**src/rtl/alu32_seq_if.sv**
```systemverilog
// Operand/opcode request channel and result channel of the multi-cycle ALU.
// master drives requests and accepts results; slave is the ALU.
interface alu32_seq_if #(
   parameter int unsigned WIDTH = 32
);
   logic             in_valid;
   logic             in_ready;
   logic [2:0]       op;
   logic [WIDTH-1:0] a;
   logic [WIDTH-1:0] b;
   logic             out_valid;
   logic             out_ready;
   logic [WIDTH-1:0] r;
   logic             zero;
   logic             overflow;

   modport master (
      output in_valid, op, a, b, out_ready,
      input  in_ready, out_valid, r, zero, overflow
   );

   modport slave (
      input  in_valid, op, a, b, out_ready,
      output in_ready, out_valid, r, zero, overflow
   );
endinterface

```
**src/rtl/alu32_seq.sv**
```systemverilog
// Multi-cycle handshaked ALU: single-cycle logic/arith ops, iterative shift-add MULT.
// Result is held in DONE until the consumer takes it; op_count tallies consumed results.
module alu32_seq #(
   parameter int unsigned WIDTH = 32,
   parameter int unsigned CNT_W = 16
) (
   input  logic             clk,
   input  logic             reset,
   alu32_seq_if.slave       bus,
   output logic [CNT_W-1:0] op_count
);
   localparam int unsigned STEP_W = $clog2(WIDTH);
   localparam int unsigned PROD_W = 2 * WIDTH;

   typedef enum logic [1:0] {IDLE, MUL, DONE} state_t;

   typedef enum logic [2:0] {
      OP_ADD  = 3'b000,
      OP_XOR  = 3'b001,
      OP_SUB  = 3'b010,
      OP_MULT = 3'b011,
      OP_SLT  = 3'b100,
      OP_NOR  = 3'b101,
      OP_AND  = 3'b110,
      OP_OR   = 3'b111
   } op_t;

   state_t              state_q, state_d;
   logic [PROD_W-1:0]   mcand_q, mcand_d;
   logic [PROD_W-1:0]   acc_q, acc_d;
   logic [WIDTH-1:0]    mplier_q, mplier_d;
   logic [STEP_W-1:0]   step_q, step_d;
   logic [WIDTH-1:0]    r_q, r_d;
   logic                zero_q, zero_d;
   logic                ovf_q, ovf_d;
   logic                in_ready_q, in_ready_d;
   logic                out_valid_q, out_valid_d;
   logic [CNT_W-1:0]    cnt_q, cnt_d;

   logic [WIDTH-1:0]    alu_r_c;
   logic                alu_ovf_c;
   logic                slt_c;
   logic [PROD_W-1:0]   acc_sum_c;

   // Single-cycle ops evaluated straight off the request bus at the accept edge
   always_comb begin
      alu_r_c   = '0;
      alu_ovf_c = 1'b0;
      slt_c     = $signed(bus.a) < $signed(bus.b);
      case (bus.op)
         OP_ADD: begin
            alu_r_c   = bus.a + bus.b;
            alu_ovf_c = (bus.a[WIDTH-1] == bus.b[WIDTH-1]) &&
                        (alu_r_c[WIDTH-1] != bus.a[WIDTH-1]);
         end
         OP_SUB: begin
            alu_r_c   = bus.a - bus.b;
            alu_ovf_c = (bus.a[WIDTH-1] == ~bus.b[WIDTH-1]) &&
                        (alu_r_c[WIDTH-1] != bus.a[WIDTH-1]);
         end
         OP_XOR:  alu_r_c = bus.a ^ bus.b;
         OP_SLT:  alu_r_c = WIDTH'(slt_c);
         OP_NOR:  alu_r_c = ~(bus.a | bus.b);
         OP_AND:  alu_r_c = bus.a & bus.b;
         OP_OR:   alu_r_c = bus.a | bus.b;
         default: alu_r_c = '0;
      endcase
   end

   assign acc_sum_c = acc_q + (mplier_q[0] ? mcand_q : '0);

   // Next-state and datapath updates
   always_comb begin
      state_d  = state_q;
      mcand_d  = mcand_q;
      acc_d    = acc_q;
      mplier_d = mplier_q;
      step_d   = step_q;
      r_d      = r_q;
      zero_d   = zero_q;
      ovf_d    = ovf_q;
      cnt_d    = cnt_q;

      case (state_q)
         IDLE: begin
            if (bus.in_valid && in_ready_q) begin
               if (bus.op == OP_MULT) begin
                  mcand_d  = PROD_W'(bus.a);
                  mplier_d = bus.b;
                  acc_d    = '0;
                  step_d   = '0;
                  state_d  = MUL;
               end else begin
                  r_d     = alu_r_c;
                  zero_d  = (alu_r_c == '0);
                  ovf_d   = alu_ovf_c;
                  state_d = DONE;
               end
            end
         end
         MUL: begin
            acc_d    = acc_sum_c;
            mcand_d  = mcand_q << 1;
            mplier_d = mplier_q >> 1;
            step_d   = step_q + STEP_W'(1);
            // Last iteration publishes straight from the adder output
            if (step_q == STEP_W'(WIDTH - 1)) begin
               r_d     = acc_sum_c[WIDTH-1:0];
               zero_d  = (acc_sum_c[WIDTH-1:0] == '0);
               ovf_d   = |acc_sum_c[PROD_W-1:WIDTH];
               state_d = DONE;
            end
         end
         DONE: begin
            if (bus.out_ready) begin
               cnt_d   = cnt_q + CNT_W'(1);
               state_d = IDLE;
            end
         end
         default: state_d = IDLE;
      endcase

      in_ready_d  = (state_d == IDLE);
      out_valid_d = (state_d == DONE);
   end

   always_ff @(posedge clk) begin
      if (reset) begin
         state_q     <= IDLE;
         mcand_q     <= '0;
         acc_q       <= '0;
         mplier_q    <= '0;
         step_q      <= '0;
         r_q         <= '0;
         zero_q      <= 1'b0;
         ovf_q       <= 1'b0;
         in_ready_q  <= 1'b1;
         out_valid_q <= 1'b0;
         cnt_q       <= '0;
      end else begin
         state_q     <= state_d;
         mcand_q     <= mcand_d;
         acc_q       <= acc_d;
         mplier_q    <= mplier_d;
         step_q      <= step_d;
         r_q         <= r_d;
         zero_q      <= zero_d;
         ovf_q       <= ovf_d;
         in_ready_q  <= in_ready_d;
         out_valid_q <= out_valid_d;
         cnt_q       <= cnt_d;
      end
   end

   assign bus.in_ready  = in_ready_q;
   assign bus.out_valid = out_valid_q;
   assign bus.r         = r_q;
   assign bus.zero      = zero_q;
   assign bus.overflow  = ovf_q;
   assign op_count      = cnt_q;
endmodule

```
**src/flat_wrapper.sv**
```systemverilog
// flat-port wrapper written by rule: the top's interface ports become plain ports
module alu32_seq_flat 
#(
   parameter int unsigned WIDTH = 32,
   parameter int unsigned CNT_W = 16
)
  (clk, reset, op_count, bus_in_valid, bus_op, bus_a, bus_b, bus_out_ready, bus_in_ready, bus_out_valid, bus_r, bus_zero, bus_overflow);
  alu32_seq_if #(.WIDTH(WIDTH)) bus_i ();
  input  logic clk;
  input  logic reset;
  output logic [CNT_W-1:0] op_count;
  input wire logic [$bits(bus_i.in_valid)-1:0] bus_in_valid;
  input wire logic [$bits(bus_i.op)-1:0] bus_op;
  input wire logic [$bits(bus_i.a)-1:0] bus_a;
  input wire logic [$bits(bus_i.b)-1:0] bus_b;
  input wire logic [$bits(bus_i.out_ready)-1:0] bus_out_ready;
  output wire logic [$bits(bus_i.in_ready)-1:0] bus_in_ready;
  output wire logic [$bits(bus_i.out_valid)-1:0] bus_out_valid;
  output wire logic [$bits(bus_i.r)-1:0] bus_r;
  output wire logic [$bits(bus_i.zero)-1:0] bus_zero;
  output wire logic [$bits(bus_i.overflow)-1:0] bus_overflow;
  assign bus_i.in_valid = bus_in_valid;
  assign bus_i.op = bus_op;
  assign bus_i.a = bus_a;
  assign bus_i.b = bus_b;
  assign bus_i.out_ready = bus_out_ready;
  assign bus_in_ready = bus_i.in_ready;
  assign bus_out_valid = bus_i.out_valid;
  assign bus_r = bus_i.r;
  assign bus_zero = bus_i.zero;
  assign bus_overflow = bus_i.overflow;
  alu32_seq #(.WIDTH(WIDTH), .CNT_W(CNT_W)) u_core (.clk(clk), .reset(reset), .bus(bus_i), .op_count(op_count));
endmodule
```
**config.mk**
```make
export PLATFORM = sky130hd
export DESIGN_NAME = alu32_seq_flat
export DESIGN_NICKNAME = d
export VERILOG_FILES = /design/src/rtl/alu32_seq_if.sv /design/src/rtl/alu32_seq.sv /design/src/flat_wrapper.sv
export SDC_FILE = /design/constraint.sdc
export NUM_CORES = 1
export LEC_CHECK = 0
export CAP_MARGIN = 30
export CORE_UTILIZATION = 43
export DETAILED_ROUTE_END_ITERATION = 10
export GPL_TIMING_DRIVEN = 0
export HOLD_SLACK_MARGIN = 0.1
export PLACE_DENSITY = 0.71
export SYNTH_ARGS = -nofsm -noshare
export SYNTH_HDL_FRONTEND = slang
export SYNTH_SLANG_ARGS = --single-unit
```
**constraint.sdc**
```tcl
create_clock -name clk -period 4.9 [get_ports clk]
set_input_delay 0.735 -clock clk [delete_from_list [all_inputs] [get_ports clk]]
set_output_delay 0.735 -clock clk [all_outputs]
set_load 0.02 [all_outputs]
```
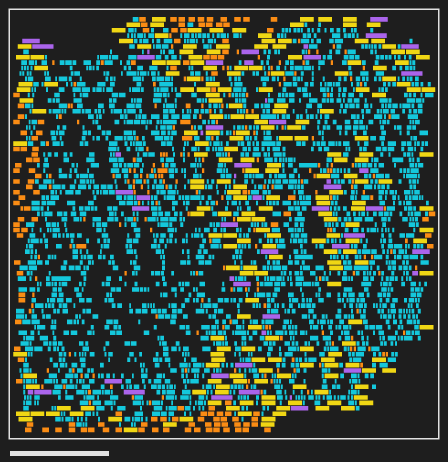
Fig. 1. Placement by cell class (run 1).
Bar = 50 µm.
- purple: clock drivers and dummy loads (cells 50; share of their area 4.6%)
- cyan: combinational and other logic (cells 2333; share of their area 66%)
- yellow: sequential cells (cells 219; share of their area 20%)
- orange: remaining buffers and delay cells (cells 323; share of their area 9.4%)
flip-flop and latch share of the layout cell area: 0.192
final cell area excluding filler cells: 0.0228 mm²
Row Count: 77
utilization after layout: 0.512
Core Footprint: 0.0446 mm²

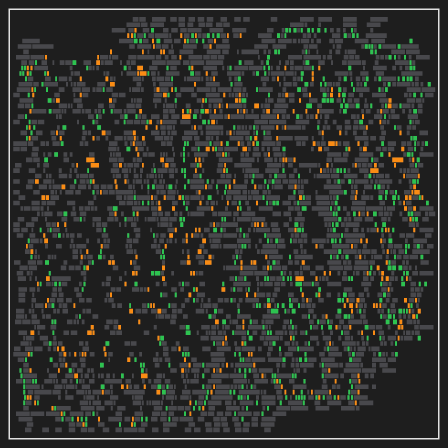
Fig. 2. Selected gate families (run 1).
- orange: nor cells (cells 384; where spread over the die)
- green: nand cells (cells 567; where spread over the die)
final cell count without fillers: 3518
Top cell excl fill/tap: sky130_fd_sc_hd__nand2_1

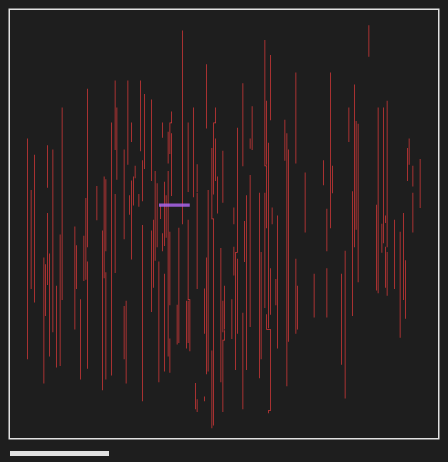
Fig. 3. Signal wires by layer (run 1).
Bar = 50 µm. Two of the layers only.
- red: metal 4 (wire length 6300 µm)
- purple: metal 5 (wire length 13.8 µm)
total wire length after detailed routing: 87900 µm
via count: 22200

==> impl_metrics.ini, run 1 <==
; physical design summary
[status]
status = completed

[global_route]
grt_start_max_net_pins = 15
overflow_left_after_global_routing = 0
grt_antenna_before_repair = 1
grt_pass1_vias = 21600
routing_usage_on_met3 = 0.0667
grt_pass1_wl_um = 131000
grtUsageMet2 = 0.604

[worst_setup_path]
critical_path_class = primary input to flip-flop
critical-path-top-delay-family = buffers and inverters
cp_slowest_stage_delay_ps = 720
timing.critical_path.cells = clkdlybuf4s50_1 -> clkbuf_1 -> clkbuf_1 -> buf_1 -> clkbuf_1 -> a2111oi_0 -> o31ai_1 -> nand2_1 -> nor4_1 -> nand4_1 -> o32ai_2
worstSetupEndpointType = flip-flop
worstPathMaxFanout = 10
worst_endpoint_data_arrival_time_ps = 5400
worst_setup_path_start_kind = primary input
crit_slowest_cell = sky130_fd_sc_hd__clkbuf_1

[floorplan]
floorplan.core_util = 0.440
chip_area_mm2 = 0.0465
io-pin-count = 123
die_w_um = 216
die-height_um = 216

[timing]
worstMarginPinSlew_ps = 1070
finalHoldViolCount = 0
final.min_clock_period_ps = 4890
min_period_over_period = 0.999
setup_viol = 0
unrepaired_setup_endpoints_after_global_routing = false

[power]
vdd_ir_drop_max_uv = 270
report.power.total_mw = 5.57
cell_area_power_density_mw_per_mm2 = 244
static_leakage_power_nw = 9.15

[detailed_routing]
drtIter0Drc = 2441
drc = 0
antenna_left = 0
routed_wire_length_per_instance_um = 25.0
firstDrtPassIters = 6

[logic_synthesis]
async_set_reset_flop_share_out_of_synthesis = 0
synth-xor-area-share = 0.0547
mux_area_frac = 0.00721
syn_nets = 3001
ys_warn_count = 0
ys.flop_type = sky130_fd_sc_hd__dfxtp_1
synth.yosys.seq_area_share = 0.224
ys_cells = 2748
ys_ff = 219
summed_standard_cell_area_reported_by_yosys_mm2 = 0.0196
synth-edff-count = 0
most_common_cell = sky130_fd_sc_hd__nand2_1
synth_area_mm2 = 0.0196
yosys.area.top_type_share = 0.224
synthTopLogicFamily = AND-OR/OR-AND gates

[place]
gp_routability_congestion = 1.01
post-place-ws_ps = -630
place_inst = 3467
io_buffer_count = 120
detailed_place_hpwl_um = 69700
place_area_mm2 = 0.0216

[final_layout]
drive_gt1_frac = 0.0506
regArea_mm2 = 0.00438
num-fill-cells = 4463
area_delta_synth_final_pct = 16.4

[clocking]
root_buffer = sky130_fd_sc_hd__clkbuf_16
clock_slew_at_the_register_clock_pins_of_the_worst_setup_and_hold_paths_ps = 70
clk_latency_ps = 600
post-cts-setup-buffers = 0
cts-htree-levels = 1
tritoncts_num_sinks = 219
cts_buffer_depth = 3

[worst_hold_path]
min-delay-path-class = flip-flop to flip-flop

[run]
log.warning_count = 107
max-cap-violations = 0
run 1: what timing repair did:
action                     in CTS  in global routing
hold buffers                    0                  0
pin swaps                       0                  2
setup endpoints to repair       4                  3
resized                        11                 20
run 1: tightest hold or removal path, stage by stage (launching register included):
cell,delay [ps]
sky130_fd_sc_hd__dfxtp_1,310
sky130_fd_sc_hd__nand2_1,50
sky130_fd_sc_hd__a21oi_1,50
run 1: placed cells by master (no fill, tap or decap), types with 20 or more instances in the layout:
master                              n
sky130_fd_sc_hd__nand2_1          383
sky130_fd_sc_hd__nor2_1           284
sky130_fd_sc_hd__a21oi_1          253
sky130_fd_sc_hd__dfxtp_1          219
sky130_fd_sc_hd__ha_1             179
sky130_fd_sc_hd__clkbuf_1         152
sky130_fd_sc_hd__clkdlybuf4s50_1  120
sky130_fd_sc_hd__inv_1            117
sky130_fd_sc_hd__o21ai_0          115
sky130_fd_sc_hd__nand3_1          110
sky130_fd_sc_hd__and2_1            69
sky130_fd_sc_hd__xor2_1            69
sky130_fd_sc_hd__a311oi_1          67
sky130_fd_sc_hd__nor3_1            53
sky130_fd_sc_hd__xnor2_1           51
sky130_fd_sc_hd__nand4_1           49
sky130_fd_sc_hd__a21o_1            40
sky130_fd_sc_hd__a31oi_1           33
sky130_fd_sc_hd__o211ai_1          30
sky130_fd_sc_hd__clkbuf_16         27
sky130_fd_sc_hd__buf_1             24
sky130_fd_sc_hd__a22oi_1           23
sky130_fd_sc_hd__o21a_1            21
sky130_fd_sc_hd__a211oi_1          20
sky130_fd_sc_hd__a22o_1            20
run 1: final timing paths:
| path | cells after the start | slack, ps | endpoint | start |
|---|---|---|---|---|
| worst max-delay path | 11 | 5 | u_core.bus.zero | bus_op[0] |
| worst min-delay path | 2 | 460 | u_core.bus.r[19] | u_core.bus.r[19] |
| worst max register to register | 16 | 230 | u_core.bus.overflow | u_core.mplier_q[0] |
| worst min register to register | 2 | 460 | u_core.bus.r[19] | u_core.bus.r[19] |
run 1: per-layer routing:
layer  wire length (µm)  vias up
met5                 13        -
li1                   -    10200
met3               7520      323
met2              39400     1149
met4               6300        2
met1              34700    10500
run 1: where the power goes:
| group | switching [mW] | total [mW] | leakage (nW) | internal, mW |
|---|---|---|---|---|
| combinational | 0.888 | 1.32 | 6.89 | 0.434 |
| clock | 0.924 | 2.36 | 0.485 | 1.44 |
| sequential | 0.0487 | 1.88 | 1.77 | 1.83 |
run 1: sequential cells by signal, summed over array words and instances (netlist names):
register	count
u_core.mplier_q	32
u_core.bus.out_valid	1
u_core.mcand_q	64
u_core.state_q	2
u_core.bus.zero	1
u_core.step_q	5
u_core.bus.overflow	1
u_core.acc_q	64
u_core.op_count	16
u_core.bus.r	32
u_core.bus.in_ready	1
run 1: final cells by class:
cell class,instances,share of cell area
clock inverter,16,0.0128
inverter,118,0.0194
antenna,1,0.000110
sequential,219,0.192
clock buffer,34,0.0321
buffer,196,0.0347
timing repair buffer,127,0.0561
multi-input combinational,2215,0.620
tap,592,0.0325
run 1: cells by family after synthesis:
kind of cell | count (synthesis)
compound gates | 813
buf+inv | 314
flops | 219
fa+ha+maj | 182
xor+xnor | 121
mux | 14
simple gates | 1085
--- run 2 (diff from run 1) ---
--- a/config.mk
+++ b/config.mk
@@ -6,8 +6,11 @@
 export NUM_CORES = 1
 export LEC_CHECK = 0
 export CAP_MARGIN = 30
+export CORE_ASPECT_RATIO = 1.25
+export CORE_MARGIN = 4
 export CORE_UTILIZATION = 43
 export DETAILED_ROUTE_END_ITERATION = 10
+export GPL_ROUTABILITY_DRIVEN = 1
 export GPL_TIMING_DRIVEN = 0
 export HOLD_SLACK_MARGIN = 0.1
 export PLACE_DENSITY = 0.71
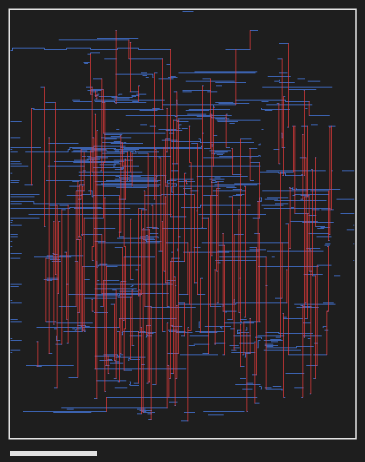
Fig. 4. Signal wires by layer (run 2).
Bar = 50 µm. Two of the layers only.
- blue: metal 3 (wire length 6060 µm)
- red: metal 4 (wire length 8410 µm)
Overall Global Routing Usage: 0.354
total wire length after detailed routing: 91500 µm
DR WL/cell: 26.1 µm

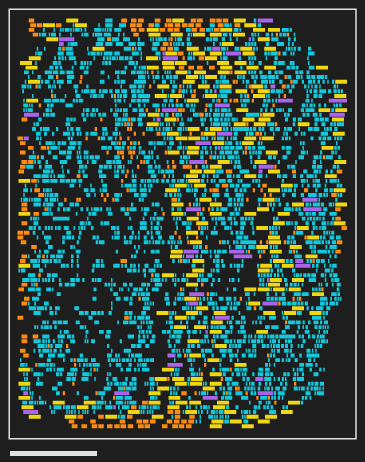
Fig. 5. Placement by cell class (run 2).
Bar = 50 µm.
final cell area excluding filler cells: 0.0227 mm²
Core Footprint: 0.0451 mm²

==> impl_metrics.ini, run 2 <==
; physical design summary
[place]
io_buffer_count = 120
place_area_mm2 = 0.0216
detailed_place_hpwl_um = 73200
gp_routability_congestion = 1.05

[floorplan]
floorplan.core_util = 0.435
die-height_um = 247
io-pin-count = 123
core.rowCount = 87
die_w_um = 199

[power]
cell_area_power_density_mw_per_mm2 = 234
static_leakage_power_nw = 9.11
report.power.total_mw = 5.32

[worst_setup_path]
worstPathMaxFanout = 10
worstSetupEndpointType = flip-flop
regToRegEndpoint = u_core.acc_q[62]
timing.reg2reg.setup_slack_ps = 110
timing.critical_path.to = u_core.bus.zero
rr_worst_depth = 16
timing.critical_path.from = bus_op[0]

[timing]
timing.final.ws_setup_ps = -26.1
final.min_clock_period_ps = 4930
min_period_over_period = 1.01
setup_viol = 1

[final_layout]
drive_gt1_frac = 0.0533
top_regs = u_core.acc_q: 64 flops, u_core.mcand_q: 64 flops
area_delta_synth_final_pct = 15.9
postLayoutCoreUtil = 0.504
layout_top_cells = sky130_fd_sc_hd__nand2_1, sky130_fd_sc_hd__nor2_1, sky130_fd_sc_hd__a21oi_1

[logic_synthesis]
summed_standard_cell_area_reported_by_yosys_mm2 = 0.0196
most_common_cell = sky130_fd_sc_hd__nand2_1
syn_nets = 3001
synth_area_mm2 = 0.0196
ys.flop_type = sky130_fd_sc_hd__dfxtp_1
ys_cells = 2748
ys_warn_count = 0
synth.yosys.seq_area_share = 0.224
async_set_reset_flop_share_out_of_synthesis = 0

[run]
log.warning_count = 108
max-cap-violations = 0

[global_route]
grt_pass1_vias = 21800
grt_pass1_wl_um = 133000
grt_start_max_net_pins = 14
overflow_left_after_global_routing = 0

[clocking]
tritoncts_num_sinks = 219
cts-htree-levels = 1
clock_slew_at_the_register_clock_pins_of_the_worst_setup_and_hold_paths_ps = 70
cts_buffer_depth = 3
root_buffer = sky130_fd_sc_hd__clkbuf_16
postCtsHoldBufs = 0
clk_latency_ps = 580

[status]
violations = setup timing
status = complete, but fails checks

[detailed_routing]
drc = 0
antenna_left = 0
via_count = 22200
drtIter0Drc = 1869
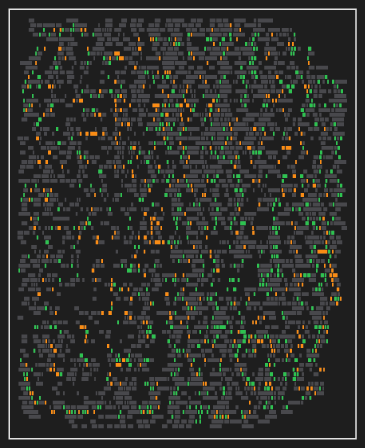
Fig. 6. Selected gate families (run 2).
- green: nand cells (cells 567; where spread over the die)
- orange: nor cells (cells 384; where spread over the die)

## run 2: cell counts after synthesis
Identical to the previous run, type by type.
## run 2: metrics by stage
step / hold WS (ps) / setup TNS [ps] / instances / setup slack (ps)
6_report: 453 / -26.1 / 3506 / -26.1
5_1_grt: 461 / -51.6 / 3504 / -43.1
4_1_cts: 452 / -2.67 / 3498 / -2.67
3_5_place_dp: 450 / -3940 / 3450 / -769
3_3_place_gp: 443 / -10190 / 3446 / -901
2_1_floorplan: 436 / 0 / 2748 / 1000
## run 2: how the worst min path moves through the flow
| stage | start | to | slack, ps | cells past startpoint |
|---|---|---|---|---|
| after floorplan | u_core.acc_q[13] | u_core.acc_q[13] | 440 | 2 |
| after global placement | u_core.acc_q[14] | u_core.acc_q[14] | 440 | 2 |
| after detailed placement | u_core.acc_q[14] | u_core.acc_q[14] | 450 | 2 |
| after CTS | u_core.mcand_q[42] | u_core.mcand_q[43] | 450 | 2 |
| after global routing | u_core.mcand_q[42] | u_core.mcand_q[43] | 460 | 2 |
| final | u_core.mcand_q[42] | u_core.mcand_q[43] | 450 | 2 |
## run 2: worst max-delay path, stage by stage
cell	delay, ps
sky130_fd_sc_hd__clkdlybuf4s50_1	550
sky130_fd_sc_hd__clkbuf_1	410
sky130_fd_sc_hd__clkbuf_1	550
sky130_fd_sc_hd__buf_1	700
sky130_fd_sc_hd__clkbuf_1	720
sky130_fd_sc_hd__a2111oi_0	180
sky130_fd_sc_hd__o31ai_2	630
sky130_fd_sc_hd__nand2_1	130
sky130_fd_sc_hd__nor4_1	340
sky130_fd_sc_hd__nand4_1	170
sky130_fd_sc_hd__o32ai_2	270
## run 2: timing repair
item	CTS	global route
buffers inserted	0	6
resized	13	30
pin swaps	0	5
setup endpoints to repair	9	4
hold endpoints to repair	0	0
## run 2: logic make-up after synthesis
kind of cell    after synthesis  share of synthesized area
compound gates              813                      0.279
xor+xnor                    121                     0.0547
fa+ha+maj                   182                      0.117
buf+inv                     314                     0.0626
flops                       219                      0.224
mux                          14                    0.00721
simple gates               1085                      0.255
## run 2: area by class of cell
class                   instances  area [µm²]
fillers                      4540       22300
multi-input cells            2215       14200
clock inverters                12         166
diodes                          2        5.00
repair buffers                130        1280
plain buffers                 196         791
flip-flops and latches        219        4380
well taps                     578         723
clock buffers                  36         738
inverters                     118         443
## run 2: layer usage
metal	routed length [µm]	part of all wire	vias up	global-route usage
met5	0	0	-	0
met1	32400	0.35	10500	0.379
met2	44700	0.49	1084	0.628
met3	6060	0.066	360	0.0447
li1	-	-	10200	-
met4	8410	0.092	0	0.268
## run 2: where the power goes
group          switching, mW  internal, mW
clock network          0.879          1.22
logic                  0.901         0.439
registers             0.0447          1.83
total                   1.82          3.49
--- run 3 (diff from run 2) ---
--- a/config.mk
+++ b/config.mk
@@ -9,6 +9,7 @@
 export CORE_ASPECT_RATIO = 1.25
 export CORE_MARGIN = 4
 export CORE_UTILIZATION = 43
+export CTS_BUF_LIST = sky130_fd_sc_hd__clkbuf_8
 export DETAILED_ROUTE_END_ITERATION = 10
 export GPL_ROUTABILITY_DRIVEN = 1
 export GPL_TIMING_DRIVEN = 0
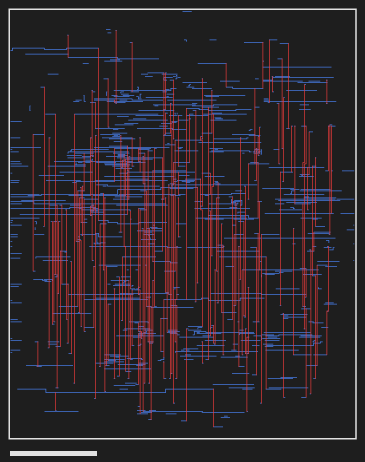
Fig. 7. Signal wires by layer (run 3).
Bar = 50 µm. Two of the layers only.
- blue: metal 3 (wire length 5990 µm)
- red: metal 4 (wire length 8630 µm)
DR WL/cell: 26.1 µm
Overall Global Routing Usage: 0.357
total wire length after detailed routing: 91900 µm
via count: 22400

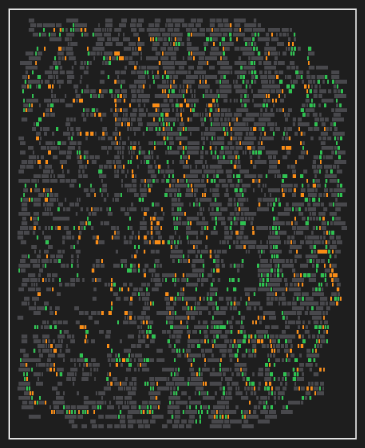
Fig. 8. Selected gate families (run 3).
- orange: nor cells (cells 384; where spread over the die)
- green: nand cells (cells 567; where spread over the die)
final cell count without fillers: 3526
logic gate fraction of the total cell area: 0.625

==> impl_metrics.ini, run 3 <==
; physical design summary
[status]
status = completed

[clocking]
cts_buffer_depth = 3
cts-htree-levels = 2
root_buffer = sky130_fd_sc_hd__clkbuf_8
clock_slew_at_the_register_clock_pins_of_the_worst_setup_and_hold_paths_ps = 60

[detailed_routing]
antenna_left = 0
firstDrtPassIters = 7
drc = 0
drtIter0Drc = 1793

[timing]
unrepaired_setup_endpoints_after_global_routing = false
timing.final.ws_setup_ps = 23.2
min_period_over_period = 0.995
fin_hold_ws_ps = 459
worstMarginPinSlew_ps = 1110

[logic_synthesis]
async_set_reset_flop_share_out_of_synthesis = 0
synth_area_mm2 = 0.0196
synth-xor-area-share = 0.0547
fa_ha_maj_area_frac = 0.117
yosys.area.top_type_share = 0.224
mux_area_frac = 0.00721
simple_gate_share = 0.255
synth-edff-count = 0

[place]
io_buffer_count = 120
gp_routability_congestion = 1.05
post-place-ws_ps = -769

[floorplan]
core.rowCount = 87
chip_area_mm2 = 0.0491
io-pin-count = 123
floorplan.core_util = 0.435
die-height_um = 247

[run]
log.warning_count = 108
max-cap-violations = 0

[worst_setup_path]
critical_path_class = primary input to flip-flop
worstSetupEndpointType = flip-flop
worst_setup_path_start_kind = primary input

[final_layout]
area_delta_synth_final_pct = 15.6
top_regs = u_core.acc_q: 64 flops, u_core.mcand_q: 64 flops
top_cell_excl_fill_tap = sky130_fd_sc_hd__nand2_1
layout_top_cells = sky130_fd_sc_hd__nand2_1, sky130_fd_sc_hd__nor2_1, sky130_fd_sc_hd__a21oi_1

[global_route]
grt_antenna_before_repair = 1
grt_start_max_net_pins = 13

[power]
internal_power_mw = 3.37
cell_area_power_density_mw_per_mm2 = 231
power_frac_seq = 0.360
switching_share = 0.356

[worst_hold_path]
min-delay-path-class = flip-flop to flip-flop
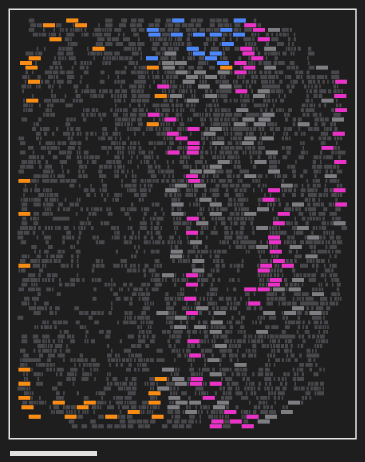
Fig. 9. Sequential cells grouped by signal name (run 3).
Bar = 50 µm. Other sequential cells in the stronger gray, the rest of the logic in the fainter gray.
- blue: u_core.op_count (flops 16; where top center)
- orange: u_core.mplier_q (flops 32)
- magenta: u_core.mcand_q (flops 64)
- not colored: 107

-- run 3: repair_timing --
| item | CTS | global route |
|---|---|---|
| pin swaps | 0 | 5 |
| setup buffers | 0 | 3 |
| gates cloned | 0 | 0 |
| gates resized | 12 | 23 |
| endpoints found under the hold margin | 0 | 0 |
| setup endpoints to repair | 9 | 4 |
-- run 3: power groups by stage --
stage / clock network (mW) / logic, mW / registers, mW
finish: 2.01 / 1.34 / 1.88
global route: 2.11 / 1.40 / 1.88
CTS: 2.03 / 1.29 / 1.88
detailed placement: 0 / 1.28 / 1.92
global placement: 0 / 1.27 / 1.91
floorplan: 0 / 0.718 / 1.93
-- run 3: layer usage --
metal  global-route usage  up-vias  share of wire
li1                     -    10200              -
met1                0.383    10600           0.35
met2                0.627     1141           0.49
met3               0.0476      382          0.065
met4                0.278        0          0.094
met5                    0        -              0
-- run 3: critical path, cell delays in order --
cell	delay, ps
sky130_fd_sc_hd__clkdlybuf4s50_1	550
sky130_fd_sc_hd__clkbuf_1	400
sky130_fd_sc_hd__clkbuf_1	550
sky130_fd_sc_hd__buf_1	700
sky130_fd_sc_hd__clkbuf_1	750
sky130_fd_sc_hd__a2111oi_0	190
sky130_fd_sc_hd__o31ai_2	600
sky130_fd_sc_hd__nand2_1	120
sky130_fd_sc_hd__nor4_1	340
sky130_fd_sc_hd__nand4_1	180
sky130_fd_sc_hd__o32ai_2	270
-- run 3: cell type report --
cell class | instances | area, µm²
Antenna cell | 1 | 2.50
Buffer | 196 | 790
Clock buffer | 50 | 688
Clock inverter | 21 | 199
Fill cell | 4545 | 22400
Inverter | 118 | 443
Multi-Input combinational cell | 2215 | 14200
Sequential cell | 219 | 4380
Tap cell | 578 | 723
Timing Repair Buffer | 128 | 1270
-- run 3: final timing paths --
path | start | to | slack, ps | depth (start not counted)
worst max-delay path | bus_op[0] | u_core.bus.zero | 20 | 11
worst min-delay path | u_core.acc_q[15] | u_core.acc_q[15] | 460 | 2
worst max register to register | u_core.mplier_q[0] | u_core.bus.overflow | 140 | 16
worst min register to register | u_core.acc_q[15] | u_core.acc_q[15] | 460 | 2
-- run 3: per-stage QoR --
stage	std cells	TNS (ps)	area (µm²)
after floorplan	2748	0	19600
after global placement	3446	-10190	21500
after detailed placement	3450	-3940	21600
after CTS	3521	-9.01	22500
after global routing	3525	0	22700
final	3526	0	22700
-- run 3: cell families after synthesis --
group	after synthesis
multiplexers	14
flip-flops	219
XOR/XNOR	121
AND-OR/OR-AND	813
adder cells (fa/ha/maj)	182
AND/OR/NAND/NOR	1085
buffers and inverters	314

## Gallery

Congestion heat map.
panel A
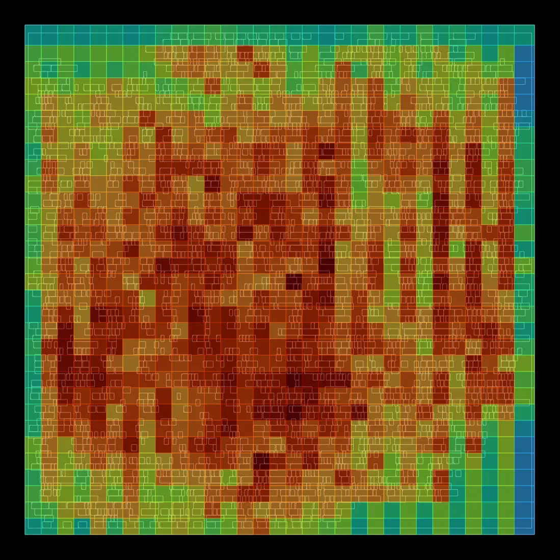
panel B
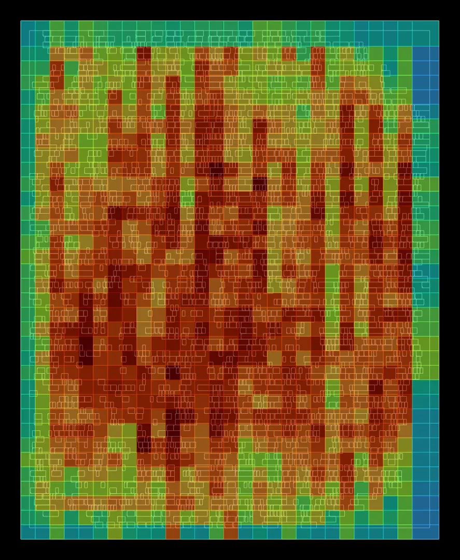
For run 2, see panel B.
For run 1, see panel A.

Power is estimated from default activity; no workload was simulated.
